--- config.mk ---
export PLATFORM = sky130hd
export DESIGN_NAME = input_arbiter
export DESIGN_NICKNAME = d
export VERILOG_FILES = /design/src/rtl/input_arbiter.sv
export SDC_FILE = /design/constraint.sdc
export NUM_CORES = 1
export LEC_CHECK = 0
export ABC_AREA = 0
export CORE_MARGIN = 2
export CORE_UTILIZATION = 54
export DETAILED_ROUTE_END_ITERATION = 10
export DONT_BUFFER_PORTS = 1
export PLACE_DENSITY_LB_ADDON = 0.08
export SLEW_MARGIN = 20
export SYNTH_ARGS = -nofsm -noshare
export SYNTH_HDL_FRONTEND = slang
export SYNTH_SLANG_ARGS = --single-unit
--- constraint.sdc ---
create_clock -name clk -period 2.6 [get_ports clk]
set_input_delay 0.39 -clock clk [delete_from_list [all_inputs] [get_ports clk]]
set_output_delay 0.39 -clock clk [all_outputs]
set_load 0.005 [all_outputs]
--- src/rtl/input_arbiter.sv ---
// input_arbiter: grants left/right/space ownership to debounced buttons or keyboard.
// Ports:
//    clk                         clk100 domain clock
//    rst                         asynchronous active-low reset
//    btn_left/right/space        raw asynchronous board buttons
//    kbd_left/right/space        clean keyboard levels, synchronous to clk
//    jump_busy                   character charging/airborne; keeps the grant alive
//    key_left/right/space        arbitrated, registered key levels
//    owner                       registered grant: 00 none, 01 buttons, 10 keyboard
module input_arbiter #(
   parameter int DEBOUNCE_CYCLES = 1_000_000,
   parameter int RELEASE_CYCLES  = 65_536
) (
   input  logic       clk,
   input  logic       rst,
   input  logic       btn_left,
   input  logic       btn_right,
   input  logic       btn_space,
   input  logic       kbd_left,
   input  logic       kbd_right,
   input  logic       kbd_space,
   input  logic       jump_busy,
   output logic       key_left,
   output logic       key_right,
   output logic       key_space,
   output logic [1:0] owner
);
   localparam int DW = $clog2(DEBOUNCE_CYCLES);
   localparam int RW = $clog2(RELEASE_CYCLES);
   typedef enum logic [1:0] {IDLE = 2'b00, BTN = 2'b01, KBD = 2'b10} state_t;
   logic [2:0] btn_raw, deb, kbd, src;
   assign btn_raw = {btn_space, btn_right, btn_left};
   assign kbd     = {kbd_space, kbd_right, kbd_left};
   for (genvar b = 0; b < 3; b++) begin : g_db
      logic meta_q, sync_q, prev_q, deb_q, inc, hit;
      logic [DW-1:0] cnt_q, cnt_d;
      // Count only while the synchronized value differs from the debounced one and did not just move.
      assign inc   = (sync_q != deb_q) && (sync_q == prev_q);
      // Toggle on the cycle the count reaches DEBOUNCE_CYCLES-1.
      assign hit   = inc && cnt_q == DW'(DEBOUNCE_CYCLES - 2);
      assign cnt_d = (!inc || hit) ? '0 : cnt_q == DW'(DEBOUNCE_CYCLES - 1) ? cnt_q : cnt_q + DW'(1);
      always_ff @(posedge clk or negedge rst) begin
         if (!rst) begin
            {meta_q, sync_q, prev_q, deb_q} <= '0;
            cnt_q <= '0;
         end else begin
            meta_q <= btn_raw[b];
            sync_q <= meta_q;
            prev_q <= sync_q;
            deb_q  <= deb_q ^ hit;
            cnt_q  <= cnt_d;
         end
      end
      assign deb[b] = deb_q;
   end
   state_t        state_q, state_d;
   logic [RW-1:0] rel_q, rel_d;
   logic          btn_act, kbd_act, quiet, rel_hit, conflict;
   always_comb begin
      btn_act  = |deb;
      kbd_act  = |kbd;
      quiet    = !(state_q == BTN ? btn_act : kbd_act) && !jump_busy;
      rel_hit  = quiet && rel_q == RW'(RELEASE_CYCLES - 1);
      state_d  = state_q == IDLE ? (btn_act ? BTN : kbd_act ? KBD : IDLE) : rel_hit ? IDLE : state_q;
      rel_d    = (state_q == IDLE || !quiet || rel_hit) ? '0 : rel_q + RW'(1);
      // Outputs follow the next owner so the granting cycle already carries its values.
      src      = state_d == BTN ? deb : state_d == KBD ? kbd : 3'b000;
      conflict = src[0] & src[1];
   end
   always_ff @(posedge clk or negedge rst) begin
      if (!rst) begin
         state_q <= IDLE;
         rel_q   <= '0;
         {key_space, key_right, key_left} <= '0;
      end else begin
         state_q   <= state_d;
         rel_q     <= rel_d;
         key_left  <= src[0] & ~conflict;
         key_right <= src[1] & ~conflict;
         key_space <= src[2];
      end
   end
   assign owner = state_q;
endmodule

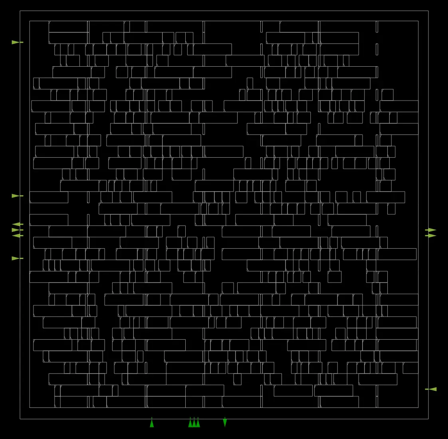
run_1/placement.png
non-filler cells, final: 602
sequential share of cell area: 45.9%
Core Rows: 34

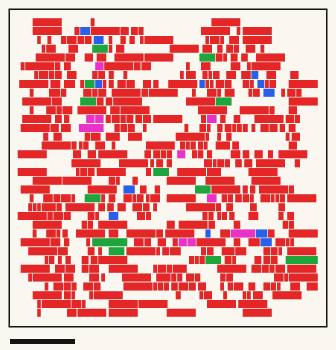
run_1/sizes.png
Bar = 20 um.
colour	size	cells
green	_6 and larger	12
blue	_2 cells	12
magenta	_3 and _4 cells	10
red	_0 and _1 cells	460

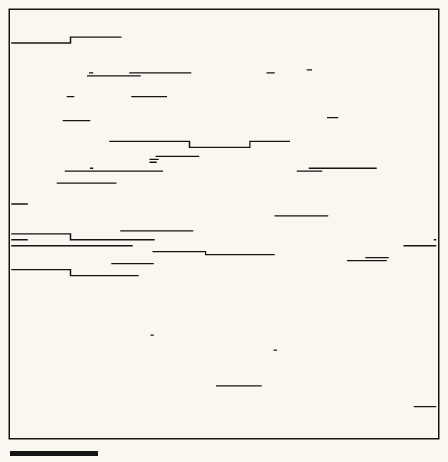
run_1/layer_met3.png
Bar = 20 um.
longest straight run	27.4 um
nets with wire on the layer	29
main direction	horizontal
total wire length: 8980 um
GR Util met3: 4.68%

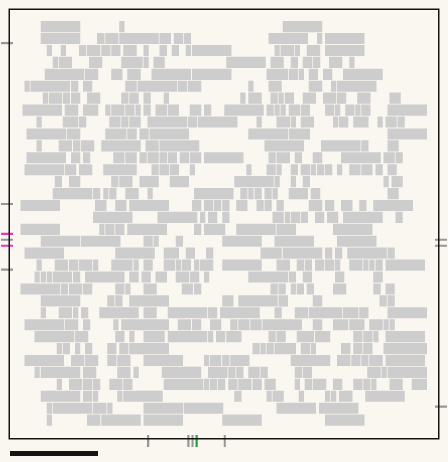
run_1/io_placement.png
Bar = 20 um. Pins as bars across the die edge, other pins in grey.
colour	port	pins	direction	edge
magenta	`owner`	2	output	left
green	`kbd_right`	1	input	bottom
all pins by edge	6 left, 5 bottom, 3 right
Die X-Extent: 97.6 um
I/O Buffers: 0
Die Y: 97.6 um

==> reports/metrics.yaml, run 1 <==
route:
  dr.pass1.iters: 4
  vias: 3615
  antenna_left: 0
  vias_per_cell: 6.00
  drt-wirelength-per-cell_um: 14.9
cts:
  cts-buffers-inserted: 9
  clk_path_buf_depth: 2
  cts.sinks: 93
  clkLatencyLatePin_ps: 360
  cts_tree: "done"
  htreeDepth: 3
logic_synthesis:
  edf_count: 0
  ys_ff: 93
  fp_nets: 502
  ff_type: "dfrtp_1"
  seq_area_frac_synth_pct: 49.2
  synthArstFlopShare_pct: 100
  ys_top_cells_by_area: "dfrtp_1 (49%), xnor2_1 (4.3%), nor2_1 (3.9%)"
  ys_chip_area_sq_um: 4730
  avgSynthCellArea_sq_um: 9.74
  yosys_warnings: 0
worst_setup_path:
  critical_path_buf_inv_count: 0
  startpoint: "g_db[1].cnt_q[12]$_DFFE_PN0P_"
  cp.depth: 4
  worstPathRequired_ps: 2870
  r2r_slack_ps: 360
  critPathTopFamily: "simple AND/OR/NAND/NOR gates"
  cp-start-kind: "flop"
  critical_path_arrival_ps: 2510
grt:
  grt_pass1_wl_um: 15700
  track_usage_pct: 20.3
  grt-ovfl-total: 0
sta:
  slew_violations: 0
  tightest_slew_ps: 641
  finalClockPeriodUsage_pct: 86.2
  setup_tns_ps: 0
  setup_ws_ps: 358
  relSlewSlack_pct: 57.3
cells_and_area:
  fin_area_sq_um: 5070
  n_fill_cell: 736
  num_antenna_cells: 0
  comb_area_sq_um: 2300
place:
  postPlaceCellArea_sq_um: 4840
die:
  dieArea_sq_um: 9530
power:
  total_leakage_power_nw: 1.95
hold_path:
  hold_path_depth: 0
  hold_class: "primary input to flop"
  hold-path-endpoint: "g_db[0].meta_q$_DFF_PN0_"
  min_from: "btn_left"
status:
  status: "complete, no violations"
==> run 1: report_power, final <==
part           switching [mW]  leakage [nW]  total, mW  internal [mW]
Combinational          0.0571         0.585     0.0813         0.0243
Clock                   0.525        0.0996      0.972          0.448
Sequential             0.0146          1.27       1.47           1.46
Total                   0.596          1.95       2.53           1.93
==> run 1: per-stage QoR <==
step,util [%],hold slack (ps),power [mW]
floorplan,-,94.4,1.54
global placement,56.3,96.4,1.55
detailed placement,56.3,96.8,1.55
global route,59.1,11.2,2.63
CTS,59.0,26.7,2.56
finish,59.1,44.7,2.53
==> run 1: worst reg2reg max path, stage by stage (launching register included) <==
cell and delay, ps:
dfrtp_1 440, or4b_1 510, or4_1 660, nand2b_1 280, a211oi_1 280
==> run 1: state kept, by name (all words and copies together), names as in the netlist <==
signal       cells
g_db.prev_q      3
key_space        1
g_db.deb_q       3
g_db.meta_q      3
rel_q           16
g_db.cnt_q      60
owner            2
g_db.sync_q      3
key_left         1
key_right        1
==> run 1: metal layers <==
layer	track usage, %	routed length [um]
met5	0	0
met4	8.23	148
met3	4.68	386
met2	29.5	3960
met1	29.3	4480
==> run 1: layout make-up <==
type,instances,share of cell area [%]
Multi-Input combinational cell,368,45.4
Timing Repair Buffer,7,1.48
Clock buffer,9,2.44
Inverter,10,0.740
Clock inverter,7,1.45
Sequential cell,93,45.9
Tap cell,108,2.66
==> run 1: cells by family (layout without fill, tap and decap cells) <==
| group | count (synthesis) | in the layout | share of synthesized area [%] |
|---|---|---|---|
| compound gates | 84 | 84 | 11.2 |
| buf+inv | 25 | 33 | 2.30 |
| fa+ha+maj | 7 | 7 | 1.85 |
| flops | 93 | 93 | 49.2 |
| simple gates | 238 | 238 | 28.3 |
| mux | 1 | 1 | 0.211 |
| xor+xnor | 38 | 38 | 7.03 |
==> inputs of run 2 (changes only) <==
--- a/config.mk
+++ b/config.mk
@@ -10,7 +10,7 @@
 export CORE_UTILIZATION = 54
 export DETAILED_ROUTE_END_ITERATION = 10
 export DONT_BUFFER_PORTS = 1
-export PLACE_DENSITY_LB_ADDON = 0.08
+export PLACE_DENSITY = 0.81
 export SLEW_MARGIN = 20
 export SYNTH_ARGS = -nofsm -noshare
 export SYNTH_HDL_FRONTEND = slang
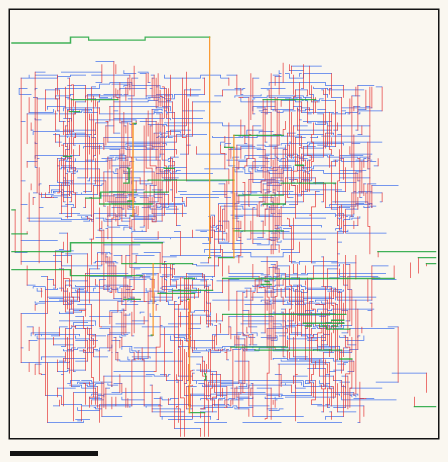
run_2/wires.png
Bar = 20 um.
colour	layer	wire length
green	metal 3	460 um
blue	metal 1	4190 um
orange	metal 4	141 um
red	metal 2	4410 um

==> reports/metrics.yaml, run 2 <==
status:
  status: "complete, no violations"
cells_and_area:
  top_register: "g_db.cnt_q"
  largest_reg_flops: 60  # unchanged
  fin_area_sq_um: 5080  # about the same
  num_antenna_cells: 0  # unchanged
sta:
  slew_violations: 0  # unchanged
  setup_ws_ps: 326  # -32.7 ps
  tightest_slew_ps: 626  # -15.1 ps
  finalClockPeriodUsage_pct: 87.5  # +1.3 points
  relSlewSlack_pct: 58.3  # +1.0 points
  hold_ws_ps: 57.4  # +12.7 ps
  setup_tns_ps: 0  # unchanged
logic_synthesis:
  edf_count: 0  # unchanged
  ys_ff: 93  # unchanged
  synthArstFlopShare_pct: 100  # unchanged
  fp_nets: 502  # unchanged
  ff_type: "dfrtp_1"
  avgSynthCellArea_sq_um: 9.74  # unchanged
  seq_area_frac_synth_pct: 49.2  # unchanged
worst_setup_path:
  cp.depth: 5  # +1
  r2r_slack_ps: 330  # -30 ps
  critical_path_buf_inv_count: 1  # +1
  cp-start-kind: "flop"
  critPathTopFamily: "simple AND/OR/NAND/NOR gates"
  startpoint: "g_db[1].cnt_q[12]$_DFFE_PN0P_"
die:
  dieArea_sq_um: 9530  # unchanged
  die_height_um: 97.6  # unchanged
  rows: 34  # unchanged
route:
  vias_per_cell: 6.15  # +2.4%
  drt-total-wl_um: 9200  # +2.5%
  antenna_left: 0  # unchanged
  dr.pass1.iters: 4  # unchanged
  vias: 3697  # +2.3%
  drt-wirelength-per-cell_um: 15.3  # +2.7%
grt:
  grt-ovfl-total: 0  # unchanged
  grt_pass1_wl_um: 16400  # +4.1%
power:
  total_leakage_power_nw: 1.96  # +0.16%
  finalPower_mw: 2.55  # +1.0%
cts:
  clk_path_buf_depth: 2  # unchanged
  cts.sinks: 93  # unchanged
  cts-buffers-inserted: 9  # unchanged
  cts_tree: "done"
hold_path:
  hold_path_depth: 0  # unchanged
place:
  postPlaceCellArea_sq_um: 4830  # -0.16%
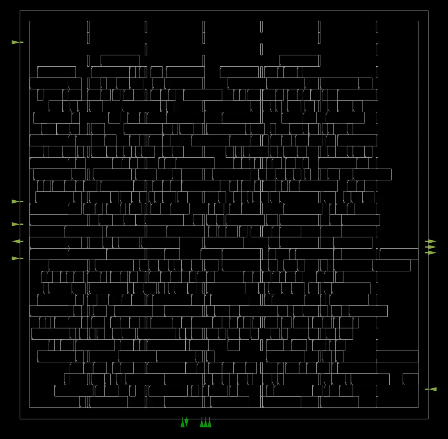
run_2/placement.png
number of fill cells: 720
Layout Utilization: 59.1%
non-filler cells, final: 601
sequential share of cell area: 45.8%

## run 2: cell type report
type | count | area (sq um)
clock buffers | 10 | 138
clock inverters | 6 | 70.1
fillers | 720 | 3520
inverters | 10 | 37.5
multi-input cells | 368 | 2300
flip-flops and latches | 93 | 2330
well taps | 108 | 135
repair buffers | 6 | 67.6
## run 2: per-layer routing
metal / GRT usage [%] / wire (um)
met1: 28.5 / 4190
met2: 33.0 / 4410
met3: 4.60 / 459
met4: 7.48 / 141
met5: 0 / 0
## run 2: cell families (layout without fill, tap and decap cells)
group                      after synthesis  after routing  synth area share (%)
buffers and inverters                   25             32                  2.30
adders and majority gates                7              7                  1.85
muxes                                    1              1                 0.211
xor gates and xnor gates                38             38                  7.03
and+or+nand+nor                        238            238                  28.3
AOI/OAI and AO/OA                       84             84                  11.2
DFF                                     93             93                  49.2
## run 2: how the worst min path moves through the flow
stage	from	end	slack [ps]
after floorplan	rst	g_db[0].cnt_q[0]$_DFFE_PN0P_	90
after global placement	rst	g_db[0].cnt_q[9]$_DFFE_PN0P_	100
after detailed placement	rst	g_db[0].cnt_q[9]$_DFFE_PN0P_	100
after CTS	btn_right	g_db[1].meta_q$_DFF_PN0_	40
after global routing	btn_right	g_db[1].meta_q$_DFF_PN0_	30
final	btn_left	g_db[0].meta_q$_DFF_PN0_	60
## run 2: report_power, final
group / total [mW] / switching, mW / internal [mW]
sequential: 1.48 / 0.0153 / 1.46
combinational: 0.0807 / 0.0573 / 0.0235
clock: 0.999 / 0.519 / 0.480
total: 2.55 / 0.592 / 1.96
Power is estimated from default activity; no workload was simulated.
